==> src/rtl/sbox_layer_seq.sv <==
// sbox_layer_seq: word-serial 6-bit S-box layer over an NWORDS-word state using one external S-box core.
// Define SBOX_LAYER_KEYADD_EN to XOR the round key into the state on load.
module sbox_layer_seq #(
  parameter int NWORDS = 8,
  localparam int W = 6*NWORDS
) (
  input  logic         clk,
  input  logic         rst,
  input  logic         in_valid,
  output logic         in_ready,
  input  logic [W-1:0] in_data,
  input  logic [W-1:0] key,
  output logic [5:0]   sb_x,
  input  logic [5:0]   sb_y,
  output logic         out_valid,
  input  logic         out_ready,
  output logic [W-1:0] out_data,
  output logic         busy
);
  localparam int IW = NWORDS > 1 ? $clog2(NWORDS) : 1;
  typedef enum logic [1:0] {IDLE, RUN, DONE} state_t;
  state_t state_q, state_d;
  logic [IW-1:0] idx_q, idx_d;
  logic [W-1:0] st_q, st_d, out_q, out_d, load;
  logic last;
`ifdef SBOX_LAYER_KEYADD_EN
  assign load = in_data ^ key;
`else
  logic unused_key;
  assign load = in_data;
  assign unused_key = ^key;
`endif
  assign last = idx_q == IW'(NWORDS-1);
  assign in_ready = state_q == IDLE;
  assign out_valid = state_q == DONE;
  assign busy = state_q == RUN;
  assign sb_x = busy ? st_q[6*idx_q +: 6] : 6'h00;
  assign out_data = out_q;
  // substitution is done in place; out_q only updates on the final word so it holds outside DONE
  always_comb begin
    state_d = state_q;
    idx_d = idx_q;
    st_d = st_q;
    out_d = out_q;
    if (state_q == IDLE && in_valid) begin
      state_d = RUN;
      idx_d = '0;
      st_d = load;
    end
    if (state_q == RUN) begin
      st_d[6*idx_q +: 6] = sb_y;
      idx_d = last ? '0 : idx_q + 1'b1;
      state_d = last ? DONE : RUN;
      out_d = last ? st_d : out_q;
    end
    if (state_q == DONE && out_ready) state_d = IDLE;
  end
  always_ff @(posedge clk) begin
    if (rst) begin
      state_q <= IDLE;
      idx_q <= '0;
      st_q <= '0;
      out_q <= '0;
    end else begin
      state_q <= state_d;
      idx_q <= idx_d;
      st_q <= st_d;
      out_q <= out_d;
    end
  end
endmodule

==> config.mk <==
export PLATFORM = sky130hd
export DESIGN_NAME = sbox_layer_seq
export DESIGN_NICKNAME = d
export VERILOG_FILES = /design/src/rtl/sbox_layer_seq.sv
export SDC_FILE = /design/constraint.sdc
export NUM_CORES = 1
export LEC_CHECK = 0
export CORE_AREA = 2 2 92 160
export DETAILED_ROUTE_END_ITERATION = 6
export DIE_AREA = 0 0 94 162
export PLACE_DENSITY = 0.76
export SYNTH_ARGS = -nofsm -noshare
export SYNTH_HDL_FRONTEND = slang
export SYNTH_SLANG_ARGS = --single-unit
export TNS_END_PERCENT = 30
==> constraint.sdc <==
create_clock -name clk -period 3.2 [get_ports clk]
set_clock_uncertainty 0.2 [all_clocks]
set_input_delay 0.96 -clock clk [delete_from_list [all_inputs] [get_ports clk]]
set_output_delay 0.96 -clock clk [all_outputs]
set_load 0.02 [all_outputs]
**Run 1: routing congestion**

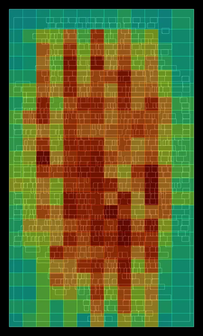
met3 usage in global routing: 3.62%
met1 track demand over resource in global routing: 32.8%
final core utilization: 60.3%
global-route total usage across every layer: 29.1%

**Run 1: the metal 1 layer**

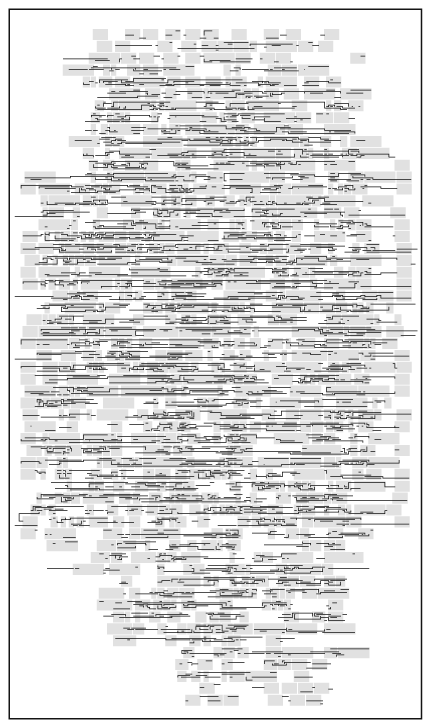
wire length on this layer	8,050 um
main direction	horizontal
longest straight run	36.8 um
nets with wire on the layer	860
share of all routed wire	36%

==> tab_implementation.tex, run 1 <==
% Table of physical implementation metrics
\begin{tabular}{lr}
\hline
Metric & Value \\
\hline
\multicolumn{2}{l}{\textbf{Critical path}} \\
Worst setup path startpoint & idx\_q[0] \\
Startpoint type of the worst setup path & flop \\
Required time of the critical path & $\sim$2 ns \\
CP arrival & about 2.0 ns \\
Depth of the worst register-to-register path & 12 \\
Sort of element at the end of the critical path & primary output \\
\multicolumn{2}{l}{\textbf{Layout}} \\
Relative area change from synthesis to final layout & 36.9\% \\
Fin area & about 0.0084 sq mm \\
Count of nets after finishing & between 1,000 and 1,500 \\
Antenna diode instance count & 0 \\
Layout cell share with drive strength beyond 1 & 17.6\% \\
Sequential Area & slightly above 0.002 sq mm \\
\multicolumn{2}{l}{\textbf{Final timing}} \\
Slew @ Worst Pin & approximately 0.59 ns \\
Min cycle time layout & roughly 3.2 ns \\
Tcrit/Tclk final & 98.7\% \\
Setup-violating endpoint count in the final report & 0 \\
Setup repair after global routing missed its margin & true \\
Final tally of hold violations & 0 \\
\multicolumn{2}{l}{\textbf{Power and ir drop}} \\
Total Power & approximately 3.3 mW \\
Worst voltage drop across the vdd grid & about 280 uV \\
Leakage power & 3.32 nW \\
\multicolumn{2}{l}{\textbf{Synth}} \\
Tally of unique sky130hd cells used after synthesis & roughly 68 \\
Largest cells by area after synthesis & sky130\_fd\_sc\_hd\_\_dfxtp\_1 33\%, sky130\_fd\_sc\_hd\_\_mux2i\_1 11\%, sky130\_fd\_sc\_hd\_\_nand2\_1 5.1\%, sky130\_fd\_sc\_hd\_\_nor2\_1 4.8\%, sky130\_fd\_sc\_hd\_\_mux4\_2 4.4\% \\
Flip-flop and latch count after synthesis & approximately 100 \\
Total of warnings raised by yosys & 0 \\
Post-synth tally of flip-flops with integrated enable & 0 \\
Syn Std Cell Area & approximately 0.0061 sq mm \\
Average cell area after synthesis & roughly 8.4 sq um \\
Fraction of synthesized cell area taken by the top area cell type & about 33\% \\
Most common reg cell & sky130\_fd\_sc\_hd\_\_dfxtp\_1 \\
Number of cells in the yosys synthesis report & roughly 730 \\
Share of async-settable or async-resettable flops after synthesis & 0\% \\
Synth top cell by count & sky130\_fd\_sc\_hd\_\_dfxtp\_1 \\
Number of nets in the synthesized netlist & between 800 and 900 \\
Post-synthesis sequential area ratio & between 30\% and 40\% \\
\multicolumn{2}{l}{\textbf{Placement}} \\
Port-buffer cells & approximately 110 \\
Placed Area & 0.00800 sq mm \\
Dpl cells & between 1,000 and 1,500 \\
Post-detail-place hpwl & 17,000 um \\
RD Place Congestion & $\sim$1 \\
\multicolumn{2}{l}{\textbf{Clocking}} \\
CTS tree & yes \\
CTS sink cnt & around 100 \\
Root buffer cell & sky130\_fd\_sc\_hd\_\_clkbuf\_16 \\
CTS clock-pin slew for the worst setup and hold paths & 0.07 ns \\
CTS hold repair buffers & 0 \\
Bufs on Longest Clock Path & 2 \\
H-tree levels & 3 \\
Number of buffers created by CTS & 9 \\
\multicolumn{2}{l}{\textbf{Routing}} \\
Number of search-and-repair iterations in the first detailed-routing pass & 5 \\
DRC violation count after routing & 0 \\
Count of nets left with antenna violations after detail routing & 0 \\
Routed length per placed instance & around 21 um \\
Initial detailed-routing violation count & between 700 and 800 \\
\multicolumn{2}{l}{\textbf{Floorplanning}} \\
Die Size & between 0.015 and 0.02 sq mm \\
Die extent in x & about 94 um \\
Placement Rows & $\sim$57 \\
Pre-Place Util & around 44\% \\
Number of primary I/O pins & 163 \\
Die H & about 160 um \\
\multicolumn{2}{l}{\textbf{Run}} \\
Number of maximum-capacitance constraint violations & 0 \\
Tool warnings & slightly above 80 \\
\multicolumn{2}{l}{\textbf{Status}} \\
Result of the run & complete, no violations \\
\multicolumn{2}{l}{\textbf{Hold path}} \\
Min-delay worst type & flop to flop \\
\multicolumn{2}{l}{\textbf{Global route}} \\
First-pass GRT wire length & between 30,000 and 40,000 um \\
Via count of the first global-routing pass & between 6,000 and 7,000 \\
\hline
\end{tabular}
**Run 1: the metal 2 layer**

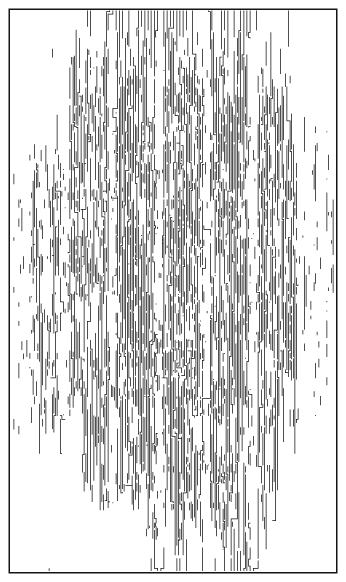
share of all routed wire	51%
nets with wire on the layer	829
longest straight run	58.8 um
via count: 6,533
met2 Use GR: 51.0%
Total Routed Length: 22,300 um

**Run 1: cell density map**

The bar under the picture is 20 um long. 9 x 16 tiles, from dark blue (low) to red (high), 0 to 100% covered.
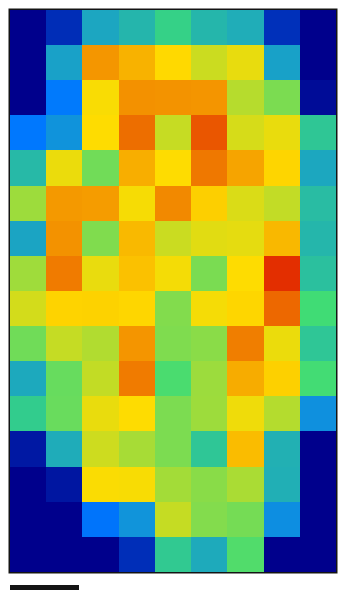
mean over tiles	54%
tiles over 75% full	23%
fullest tile	95%
nearly empty tiles	11%
emptiest ninth of the die	south-west

## run 1: flip-flops by register name (all words and copies together) (netlist names)
| name | cells |
|---|---|
| out_data | 48 |
| st_q | 48 |
| idx_q | 3 |
| state_q | 2 |
## run 1: logic make-up after synthesis
group	after synthesis	synth area share, %
simple gates	279	21.1
mux	88	17.0
flops	101	33.0
fa+ha+maj	9	1.96
buf+inv	69	4.62
xor+xnor	8	1.39
compound gates	174	20.9
## run 1: critical path, cell delays in order (launching register included)
cell,delay (ns)
sky130_fd_sc_hd__dfxtp_2,0.34
sky130_fd_sc_hd__buf_4,0.14
sky130_fd_sc_hd__buf_12,0.17
sky130_fd_sc_hd__mux4_2,0.51
sky130_fd_sc_hd__mux2i_1,0.15
sky130_fd_sc_hd__nor2_1,0.06
sky130_fd_sc_hd__clkdlybuf4s15_2,0.27
## run 1: power by group
group | internal, mW | total, mW | switching, mW
logic | 0.397 | 0.888 | 0.490
clock network | 0.544 | 1.10 | 0.552
registers | 1.30 | 1.34 | 0.0397
## run 1: layout make-up
cell class | count | area share [%]
multi-input cells | 558 | 47.2
flip-flops and latches | 101 | 24.1
repair buffers | 202 | 21.9
clock buffers | 10 | 2.73
well taps | 177 | 2.64
inverters | 17 | 0.776
clock inverters | 6 | 0.671
## run 1: metal layers
layer | up-vias | track usage (%) | share of wire (%)
li1 | 3016 | - | -
met1 | 3096 | 32.8 | 36
met2 | 324 | 51.0 | 51
met3 | 97 | 3.62 | 5.9
met4 | 0 | 18.2 | 7.1
met5 | - | 0 | 0
## run 1: repair_timing
item / CTS / global route
pin swaps: 0 / 2
endpoints found under the setup margin: 8 / 55
setup buffers: 0 / 1
resized: 17 / 25
gates cloned: 0 / 0
## run 1: layout by cell type (no fill, tap or decap), drive strengths merged, types with 18 or more instances in the layout
cell type and instances:
clkdlybuf4s50 107, inv 18, nand2 84, buf 91
o21ai 31, nor3 34, nor2 78, nand3 21
dfxtp 101, mux2i 67, a21oi 22, a211oi 30
## run 1: per-stage QoR
stage / setup WS, ns / util, % / hold slack [ns] / setup TNS (ns)
after floorplan: -0.0457 / - / 0.276 / -0.157
after global placement: 0.00495 / 57.5 / 0.243 / 0
after detailed placement: -0.0309 / 57.5 / 0.241 / -0.0309
after CTS: -0.00809 / 59.7 / 0.251 / -0.00809
after global routing: -0.0297 / 60.3 / 0.268 / -0.108
final: 0.0419 / 60.3 / 0.248 / 0
## run 1: path summary, 6_finish.rpt
check / to / slack (ns)
max: sb_x[5] / 0.04
min: out_data[30] / 0.25
max reg2reg: st_q[18] / 0.05
min reg2reg: out_data[30] / 0.25
## Run 2: what changed since run 1
--- a/config.mk
+++ b/config.mk
@@ -9,6 +9,8 @@
 export DETAILED_ROUTE_END_ITERATION = 6
 export DIE_AREA = 0 0 94 162
 export PLACE_DENSITY = 0.76
+export RECOVER_POWER = 50
+export REMOVE_ABC_BUFFERS = 1
 export SYNTH_ARGS = -nofsm -noshare
 export SYNTH_HDL_FRONTEND = slang
 export SYNTH_SLANG_ARGS = --single-unit
**Run 2: cell density map**

The bar under the picture is 20 um long. 9 x 16 tiles, from dark blue (low) to red (high), 0 to 100% covered.
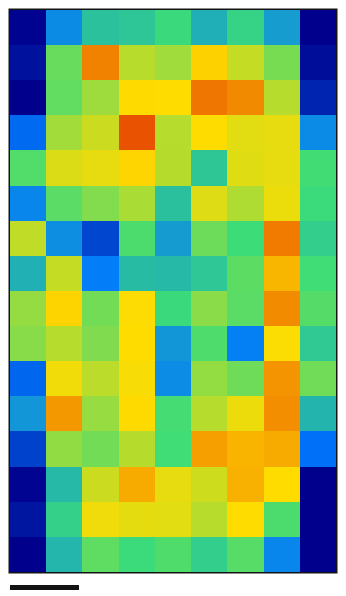
mean over tiles	54%
fullest tile	91%
nearly empty tiles	5.6%
tiles over 75% full	15%
final core utilization: 60.4%
Core Footprint: 0.0139 sq mm
Pre-Place Util: 44.1%

**Run 2: routing congestion**

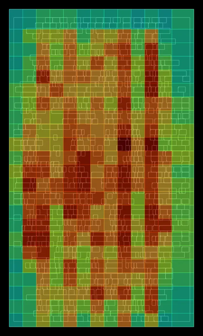
met1 track demand over resource in global routing: 33.3%
met3 usage in global routing: 4.31%
routed length per placed instance: 20.9 um
most congested layer reported by global routing: met2

==> tab_implementation.tex, run 2 <==
% Table of physical implementation metrics
\begin{tabular}{lr}
\hline
Metric & Value \\
\hline
\multicolumn{2}{l}{\textbf{Synth}} \\
Total of warnings raised by yosys & 0 (unchanged) \\
Post-synthesis sequential area ratio & 33.0\% (unchanged) \\
Average cell area after synthesis & 8.42 sq um (unchanged) \\
Share of async-settable or async-resettable flops after synthesis & 0\% (unchanged) \\
Flip-flop and latch count after synthesis & 101 (unchanged) \\
Largest cells by area after synthesis & sky130\_fd\_sc\_hd\_\_dfxtp\_1 33\%, sky130\_fd\_sc\_hd\_\_mux2i\_1 11\%, sky130\_fd\_sc\_hd\_\_nand2\_1 5.1\%, sky130\_fd\_sc\_hd\_\_nor2\_1 4.8\%, sky130\_fd\_sc\_hd\_\_mux4\_2 4.4\% \\
Most common reg cell & sky130\_fd\_sc\_hd\_\_dfxtp\_1 \\
Fraction of synthesized cell area taken by the top area cell type & 33.0\% (unchanged) \\
Tally of unique sky130hd cells used after synthesis & 68 (unchanged) \\
Syn Std Cell Area & 0.00613 sq mm (unchanged) \\
Number of cells in the yosys synthesis report & 728 (unchanged) \\
Synth top cell by count & sky130\_fd\_sc\_hd\_\_dfxtp\_1 \\
Post-synth tally of flip-flops with integrated enable & 0 (unchanged) \\
Ranking of synthesized cells by instance count & 101 x sky130\_fd\_sc\_hd\_\_dfxtp\_1, 83 x sky130\_fd\_sc\_hd\_\_nand2\_1, 78 x sky130\_fd\_sc\_hd\_\_nor2\_1, 67 x sky130\_fd\_sc\_hd\_\_mux2i\_1, 33 x sky130\_fd\_sc\_hd\_\_nor3\_1 \\
\multicolumn{2}{l}{\textbf{Run}} \\
Number of maximum-capacitance constraint violations & 0 (unchanged) \\
Tool warnings & 80 (-2.4\%) \\
\multicolumn{2}{l}{\textbf{Critical path}} \\
Required time of the critical path & 2.04 ns (about the same) \\
Worst Path Buf+Inv & 2 (-1) \\
Startpoint type of the worst setup path & flop \\
CP arrival & 2.01 ns (about the same) \\
Sort of element at the end of the critical path & primary output \\
Kind of cell adding the most delay to the critical path & multiplexers \\
End of the worst register-to-register path & st\_q[40] \\
Worst path cell trace & buf\_8 -> mux4\_2 -> mux2i\_1 -> nor2\_1 -> dlygate4sd2\_1 \\
Reg2Reg Setup Slack & 0.06 ns (about the same) \\
Depth of the worst register-to-register path & 10 (-2) \\
Largest stage delay on the critical path & 0.52 ns (about the same) \\
Critical-path cell with the highest stage delay & sky130\_fd\_sc\_hd\_\_mux4\_2 \\
\multicolumn{2}{l}{\textbf{Routing}} \\
Number of search-and-repair iterations in the first detailed-routing pass & 5 (unchanged) \\
DRC violation count after routing & 0 (unchanged) \\
Via count & 6,393 (-2.1\%) \\
Count of nets left with antenna violations after detail routing & 0 (unchanged) \\
Total Routed Length & 22,600 um (+1.3\%) \\
Initial detailed-routing violation count & 381 (-47\%) \\
\multicolumn{2}{l}{\textbf{Floorplanning}} \\
Die H & 162 um (unchanged) \\
Die Size & 0.0152 sq mm (unchanged) \\
Number of primary I/O pins & 163 (unchanged) \\
Placement Rows & 57 (unchanged) \\
Die extent in x & 94 um (unchanged) \\
\multicolumn{2}{l}{\textbf{Power and ir drop}} \\
PD cells & 389 mW/mm\^{}2 \\
Worst voltage drop across the vdd grid & 237 uV (-15\%) \\
Leakage power & 3.54 nW (+6.5\%) \\
Total Power & 3.26 mW (-1.9\%) \\
\multicolumn{2}{l}{\textbf{Layout}} \\
Layout cell share with drive strength beyond 1 & 17.6\% (+0.066 points) \\
Leading cell types in the layout, fill and taps excluded & 100 x sky130\_fd\_sc\_hd\_\_dfxtp\_1, 85 x sky130\_fd\_sc\_hd\_\_buf\_4, 83 x sky130\_fd\_sc\_hd\_\_nand2\_1 \\
Relative area change from synthesis to final layout & 37.0\% (about the same) \\
Most frequent standard cell in the layout excluding fill and tap cells & sky130\_fd\_sc\_hd\_\_dfxtp\_1 \\
Fin area & 0.00839 sq mm (about the same) \\
Count of nets after finishing & 1,012 (+0.80\%) \\
Antenna diode instance count & 0 (unchanged) \\
\multicolumn{2}{l}{\textbf{Global route}} \\
First-pass GRT wire length & 34,600 um (+2.1\%) \\
Global-route total usage across every layer & 30.1\% (+1.0 points) \\
\multicolumn{2}{l}{\textbf{Final timing}} \\
Final tally of hold violations & 0 (unchanged) \\
Setup-violating endpoint count in the final report & 0 (unchanged) \\
Setup repair after global routing missed its margin & true \\
Min cycle time layout & 3.17 ns (+0.0167 ns) \\
Post-route worst setup slack & 0.0253 ns (-0.0167 ns) \\
Setup total negative slack & 0 ns (unchanged) \\
Tcrit/Tclk final & 99.2\% (+0.52 points) \\
Slew @ Worst Pin & 0.913 ns (+0.322 ns) \\
\multicolumn{2}{l}{\textbf{Hold path}} \\
Min-Delay Endpoint & out\_data[41] \\
Min-delay worst type & flop to flop \\
\multicolumn{2}{l}{\textbf{Placement}} \\
Port-buffer cells & 114 (unchanged) \\
Post-placement setup slack & -0.147 ns (-0.116 ns) \\
Post-detail-place hpwl & 17,500 um (+3.1\%) \\
RD Place Congestion & 1.00 (+0.44\%) \\
Placed Area & 0.00804 sq mm (+0.58\%) \\
Dpl cells & 1,063 (+0.85\%) \\
\multicolumn{2}{l}{\textbf{Clocking}} \\
Root buffer cell & sky130\_fd\_sc\_hd\_\_clkbuf\_16 \\
Bufs on Longest Clock Path & 2 (unchanged) \\
H-tree levels & 3 (unchanged) \\
CTS clock-pin slew for the worst setup and hold paths & 0.07 ns (about the same) \\
CTS sink cnt & 101 (unchanged) \\
CTS tree & yes \\
\multicolumn{2}{l}{\textbf{Status}} \\
Result of the run & complete, no violations \\
\hline
\end{tabular}
**Run 2: the metal 4 layer**

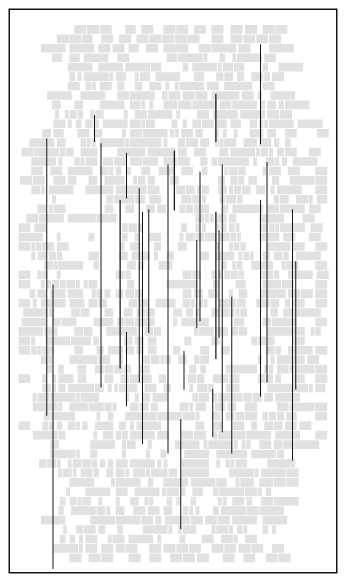
share of all routed wire	5.2%
longest straight run	83.0 um
main direction	vertical
wire length on this layer	1,170 um
nets with wire on the layer	21

[run 2: cell counts after synthesis]
Identical to the previous run, type by type.
[run 2: kinds of logic (layout without fill, tap and decap cells)]
kind of cell	Yosys count	count (layout)	share of synthesized area (%)
flops	101	101	33.0
mux	88	88	17.0
simple gates	279	279	21.1
compound gates	174	174	20.9
xor+xnor	8	8	1.39
buf+inv	69	243	4.62
fa+ha+maj	9	9	1.96
[run 2: worst max-delay path by stage]
stage / start / depth (start not counted) / slack (ns) / end
2_1_floorplan: idx_q[0] / 8 / -1.50 / st_q[8]
3_3_place_gp: idx_q[0] / 10 / -0.04 / out_data[9]
3_5_place_dp: idx_q[0] / 10 / -0.15 / out_data[44]
4_1_cts: idx_q[0] / 10 / -0.0009 / st_q[5]
5_1_grt: idx_q[0] / 5 / -0.04 / sb_x[0]
6_report: idx_q[0] / 5 / 0.03 / sb_x[0]
[run 2: worst register-to-register path, stage by stage (launching register included)]
cell and delay [ns]:
sky130_fd_sc_hd__dfxtp_2 0.35, sky130_fd_sc_hd__ha_2 0.21, sky130_fd_sc_hd__fa_2 0.52, sky130_fd_sc_hd__nor3_1 0.22
sky130_fd_sc_hd__ha_1 0.28, sky130_fd_sc_hd__clkinv_1 0.07, sky130_fd_sc_hd__buf_4 0.14, sky130_fd_sc_hd__nand2_2 0.16
sky130_fd_sc_hd__or4_1 0.52, sky130_fd_sc_hd__mux2_1 0.34, sky130_fd_sc_hd__nor2_1 0.08
[run 2: cell type report]
class                      instances  area, sq um  area share (%)
sequential                       101         2020            24.1
clock buffer                      12          236            2.82
tap                              177          221            2.64
timing repair buffer             210         1890            22.6
inverter                          17         63.8           0.760
multi-input combinational        558         3920            46.7
clock inverter                     4         33.8           0.403
[run 2: report_power, final]
part / internal (mW) / total (mW) / switching [mW] / leakage, nW
Sequential: 1.30 / 1.34 / 0.0346 / 0.822
Clock: 0.535 / 1.04 / 0.506 / 0.127
Combinational: 0.389 / 0.884 / 0.495 / 2.59
[run 2: per-stage QoR]
stage / util, % / hold WS, ns
2_1_floorplan: - / 0.270
3_3_place_gp: 57.8 / 0.239
3_5_place_dp: 57.8 / 0.243
4_1_cts: 59.9 / 0.257
5_1_grt: 60.4 / 0.275
6_report: 60.4 / 0.248
[run 2: metal layers]
metal  up-vias  routed length, um  share of wire (%)  track usage, %
li1       3030                  -                  -               -
met1      3100               8470                 38            33.3
met2       203              12000                 53            54.4
met3        60                916                4.1            4.31
met4         0               1170                5.2            16.1
met5         -                  0                  0               0
[run 2: repair_timing]
action,4_1_cts,5_1_grt
hold buffers,0,0
gates resized,12,26
setup buffers,0,0
pin swaps,0,1
endpoints found under the setup margin,24,39
## Run 3: what changed since run 2
--- a/config.mk
+++ b/config.mk
@@ -5,10 +5,12 @@
 export SDC_FILE = /design/constraint.sdc
 export NUM_CORES = 1
 export LEC_CHECK = 0
-export CORE_AREA = 2 2 92 160
+export ABC_AREA = 1
+export CORE_AREA = 2 2 95 165
 export DETAILED_ROUTE_END_ITERATION = 6
-export DIE_AREA = 0 0 94 162
-export PLACE_DENSITY = 0.76
+export DIE_AREA = 0 0 97 167
+export GPL_ROUTABILITY_DRIVEN = 0
+export PLACE_DENSITY = 0.77
 export RECOVER_POWER = 50
 export REMOVE_ABC_BUFFERS = 1
 export SYNTH_ARGS = -nofsm -noshare
**Run 3: cell density map**

The bar under the picture is 20 um long. 10 x 17 tiles, from dark blue (low) to red (high), 0 to 100% covered.
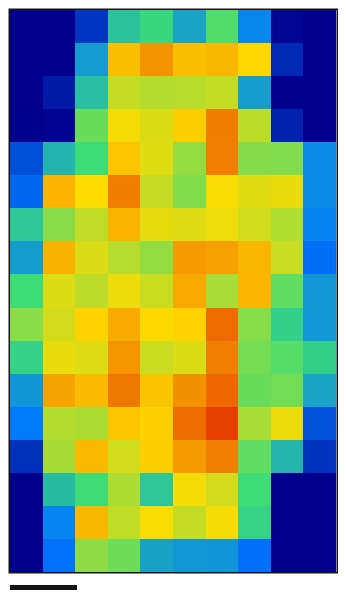
fullest tile	93%
emptiest ninth of the die	north-west
densest ninth of the die	center
mean over tiles	52%

**Run 3: the metal 2 layer**

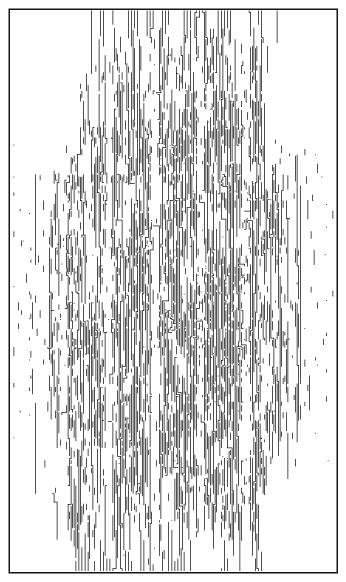
met2 Use GR: 46.2%
Total Routed Length: 21,700 um
via count: 7,671

==> tab_implementation.tex, run 3 <==
% Table of physical implementation metrics
\begin{tabular}{lr}
\hline
Metric & Value \\
\hline
\multicolumn{2}{l}{\textbf{Status}} \\
Result of the run & complete, no violations \\
\multicolumn{2}{l}{\textbf{Floorplanning}} \\
Pre-Place Util & 45.0\% (+0.98 points) \\
Placement Rows & 59 (+3.5\%) \\
Core Footprint & 0.0148 sq mm (+6.7\%) \\
Die Size & 0.0162 sq mm (+6.4\%) \\
Number of primary I/O pins & 163 (unchanged) \\
Die extent in x & 97 um (+3.2\%) \\
Die H & 167 um (+3.1\%) \\
\multicolumn{2}{l}{\textbf{Final timing}} \\
Tcrit/Tclk final & 99.2\% (about the same) \\
Setup-violating endpoint count in the final report & 0 (unchanged) \\
Max transition margin & between 40\% and 50\% \\
Post-route worst setup slack & 0.0260 ns (+0.000729 ns) \\
Max frequency & 0.315 GHz \\
Final tally of hold violations & 0 (unchanged) \\
Slew @ Worst Pin & 0.851 ns (-0.0621 ns) \\
Pins over their slew limit & 0 \\
Min cycle time layout & 3.17 ns (-0.000729 ns) \\
Setup repair after global routing missed its margin & true \\
\multicolumn{2}{l}{\textbf{Critical path}} \\
CP arrival & 2.01 ns (about the same) \\
Critical-path cell with the highest stage delay & sky130\_fd\_sc\_hd\_\_dfxtp\_1 \\
Largest stage delay on the critical path & 0.37 ns (-0.15 ns) \\
Worst path cell trace & buf\_6 -> buf\_4 -> nor2\_1 -> nor2\_1 -> o21ai\_0 -> a31oi\_1 -> clkdlybuf4s15\_2 \\
Kind of cell adding the most delay to the critical path & buffers and inverters \\
Required time of the critical path & 2.04 ns (about the same) \\
Largest fanout on the critical path & 13 \\
Path type of the worst setup path & flop to primary output \\
Worst Path Buf+Inv & 3 (+1) \\
Startpoint type of the worst setup path & flop \\
Sort of element at the end of the critical path & primary output \\
Critical path's most frequent cell & sky130\_fd\_sc\_hd\_\_nor2\_1 \\
\multicolumn{2}{l}{\textbf{Global route}} \\
Antenna violations before repair & 0 \\
Global-route total usage across every layer & 25.8\% (-4.4 points) \\
Largest net degree at the start of global routing & 79 \\
Via count of the first global-routing pass & $\sim$7,300 \\
Total overflow reported by the global router & 0 \\
First-pass GRT wire length & 34,000 um (-1.8\%) \\
\multicolumn{2}{l}{\textbf{Synth}} \\
Post-synthesis sequential area ratio & 30.3\% (-2.7 points) \\
Syn Std Cell Area & 0.00668 sq mm (+9.1\%) \\
Post-synth tally of flip-flops with integrated enable & 0 (unchanged) \\
Area reported by Yosys stat & $\sim$0.0067 sq mm \\
Average cell area after synthesis & 6.01 sq um (-29\%) \\
Flip-flop and latch count after synthesis & 101 (unchanged) \\
Fraction of synthesized cell area taken by the top area cell type & 30.3\% (-2.7 points) \\
Number of cells in the yosys synthesis report & 1,111 (+53\%) \\
Cell type with the largest total area & sky130\_fd\_sc\_hd\_\_dfxtp\_1 \\
Tally of unique sky130hd cells used after synthesis & 37 (-46\%) \\
Mapped Cells & roughly 1,100 \\
Ranking of synthesized cells by instance count & 341 x sky130\_fd\_sc\_hd\_\_nand2\_1, 154 x sky130\_fd\_sc\_hd\_\_inv\_1, 124 x sky130\_fd\_sc\_hd\_\_nand3\_1, 114 x sky130\_fd\_sc\_hd\_\_o21ai\_0, 101 x sky130\_fd\_sc\_hd\_\_dfxtp\_1 \\
Most common reg cell & sky130\_fd\_sc\_hd\_\_dfxtp\_1 \\
Largest cells by area after synthesis & sky130\_fd\_sc\_hd\_\_dfxtp\_1 30\%, sky130\_fd\_sc\_hd\_\_nand2\_1 19\%, sky130\_fd\_sc\_hd\_\_nand3\_1 9.3\%, sky130\_fd\_sc\_hd\_\_inv\_1 8.7\%, sky130\_fd\_sc\_hd\_\_o21ai\_0 8.5\% \\
Share of async-settable or async-resettable flops after synthesis & 0\% (unchanged) \\
Synth top cell by count & sky130\_fd\_sc\_hd\_\_nand2\_1 \\
Total of warnings raised by yosys & 0 (unchanged) \\
\multicolumn{2}{l}{\textbf{Power and ir drop}} \\
Worst voltage drop across the vdd grid & 291 uV (+23\%) \\
Leakage power & 4.56 nW (+29\%) \\
PD cells & 431 mW/mm\^{}2 (+11\%) \\
Total Power & 3.73 mW (+14\%) \\
\multicolumn{2}{l}{\textbf{Clocking}} \\
Root buffer cell & sky130\_fd\_sc\_hd\_\_clkbuf\_16 \\
H-tree levels & 3 (unchanged) \\
Clock Latency Late Sink & $\sim$0.36 ns \\
CTS tree & yes \\
Bufs on Longest Clock Path & 2 (unchanged) \\
CTS sink cnt & 101 (unchanged) \\
CTS clock-pin slew for the worst setup and hold paths & 0.07 ns (about the same) \\
Number of buffers created by CTS & 9 \\
\multicolumn{2}{l}{\textbf{Layout}} \\
Layout cell share with drive strength beyond 1 & 10.1\% (-7.6 points) \\
Count of nets after finishing & 1,342 (+33\%) \\
Number of filler cells placed in the layout & 1,430 \\
Antenna diode instance count & 0 (unchanged) \\
Fin area & 0.00866 sq mm (+3.2\%) \\
Leading cell types in the layout, fill and taps excluded & 338 x sky130\_fd\_sc\_hd\_\_nand2\_1, 150 x sky130\_fd\_sc\_hd\_\_inv\_1, 121 x sky130\_fd\_sc\_hd\_\_nand3\_1 \\
Sequential Area & 0.00202 sq mm (unchanged) \\
Most frequent standard cell in the layout excluding fill and tap cells & sky130\_fd\_sc\_hd\_\_nand2\_1 \\
Area occupied by multi-input gates & 0.00387 sq mm (-1.3\%) \\
Relative area change from synthesis to final layout & 29.6\% \\
\multicolumn{2}{l}{\textbf{Routing}} \\
Average vias per placed instance & between 5 and 6 \\
Initial detailed-routing violation count & 552 (+45\%) \\
Count of nets left with antenna violations after detail routing & 0 (unchanged) \\
DRC violation count after routing & 0 (unchanged) \\
Number of search-and-repair iterations in the first detailed-routing pass & 7 (+2) \\
Routed length per placed instance & 15.3 um (-27\%) \\
\multicolumn{2}{l}{\textbf{Placement}} \\
Port-buffer cells & 114 (unchanged) \\
Placed Area & 0.00822 sq mm (+2.2\%) \\
Post-detail-place hpwl & 15,900 um (-9.5\%) \\
Post-placement setup slack & -0.0220 ns (+0.125 ns) \\
\multicolumn{2}{l}{\textbf{Run}} \\
Tool warnings & 80 (unchanged) \\
Number of maximum-capacitance constraint violations & 0 (unchanged) \\
\multicolumn{2}{l}{\textbf{Hold path}} \\
Min-delay worst type & flop to flop \\
\hline
\end{tabular}
**Run 3: routing congestion**

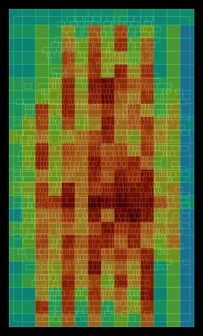
final core utilization: 58.4%
met3 usage in global routing: 4.32%

-- run 3: cell count changes after synthesis, moves of 32 or more --
cell and change:
sky130_fd_sc_hd__nand2_1 +258, sky130_fd_sc_hd__inv_1 +140, sky130_fd_sc_hd__nand3_1 +103, sky130_fd_sc_hd__o21ai_0 +103, sky130_fd_sc_hd__mux2i_1 -67, sky130_fd_sc_hd__nor3_1 -32
-- run 3: area by class of cell --
cell class,count,share of cell area (%)
clock buffer,10,2.64
sequential,101,23.4
inverter,163,7.12
multi-input combinational,787,44.7
clock inverter,6,1.36
timing repair buffer,165,18.2
tap,183,2.64
-- run 3: path summary, 6_finish.rpt --
path               from         end  slack, ns  cells after the start
max            idx_q[0]     sb_x[0]       0.03                      7
max reg2reg    idx_q[0]    st_q[22]       0.07                     15
min          state_q[1]  state_q[1]       0.30                      2
min reg2reg  state_q[1]  state_q[1]       0.30                      2
-- run 3: worst min-delay path, delay by kind of cell, from the launching register on --
| family | cells | cell delay (ns) |
|---|---|---|
| flops | 1 | 0.31 |
| compound gates | 1 | 0.07 |
| buf+inv | 1 | 0.08 |
-- run 3: power breakdown --
part	switching (mW)	internal, mW	leakage [nW]
registers	0.0508	1.33	0.825
logic	0.660	0.388	3.57
clock network	0.531	0.774	0.165
total	1.24	2.49	4.56
-- run 3: layer usage --
metal	vias up	part of all wire, %	global-route usage, %
li1	3758	-	-
met1	3443	37	28.1
met2	366	50	46.2
met3	104	6.7	4.32
met4	0	5.9	15.2
met5	-	0	0
-- run 3: timing repair --
item                                    4_1_cts  5_1_grt
hold buffers                                  0        0
gates resized                                20       35
endpoints found under the setup margin        6      102
setup buffers                                 0        1
pin swaps                                     1        4
-- run 3: cell families (layout without fill, tap and decap cells) --
group / count (synthesis) / in the layout / share of synthesized area (%)
and+or+nand+nor: 560 / 560 / 35.4
DFF: 101 / 101 / 30.3
adders and majority gates: 9 / 9 / 1.80
AOI/OAI and AO/OA: 218 / 218 / 19.2
buffers and inverters: 223 / 344 / 13.3
-- run 3: through the flow --
stage          TNS [ns]  hold WS [ns]  std cells
2_1_floorplan   -114.84         0.267       1051
3_3_place_gp          0         0.280       1398
3_5_place_dp    -0.0376         0.287       1398
4_1_cts         -0.0664         0.299       1414
5_1_grt           -1.36         0.329       1415
6_report              0         0.302       1415
Power and IR drop assume default switching activity.
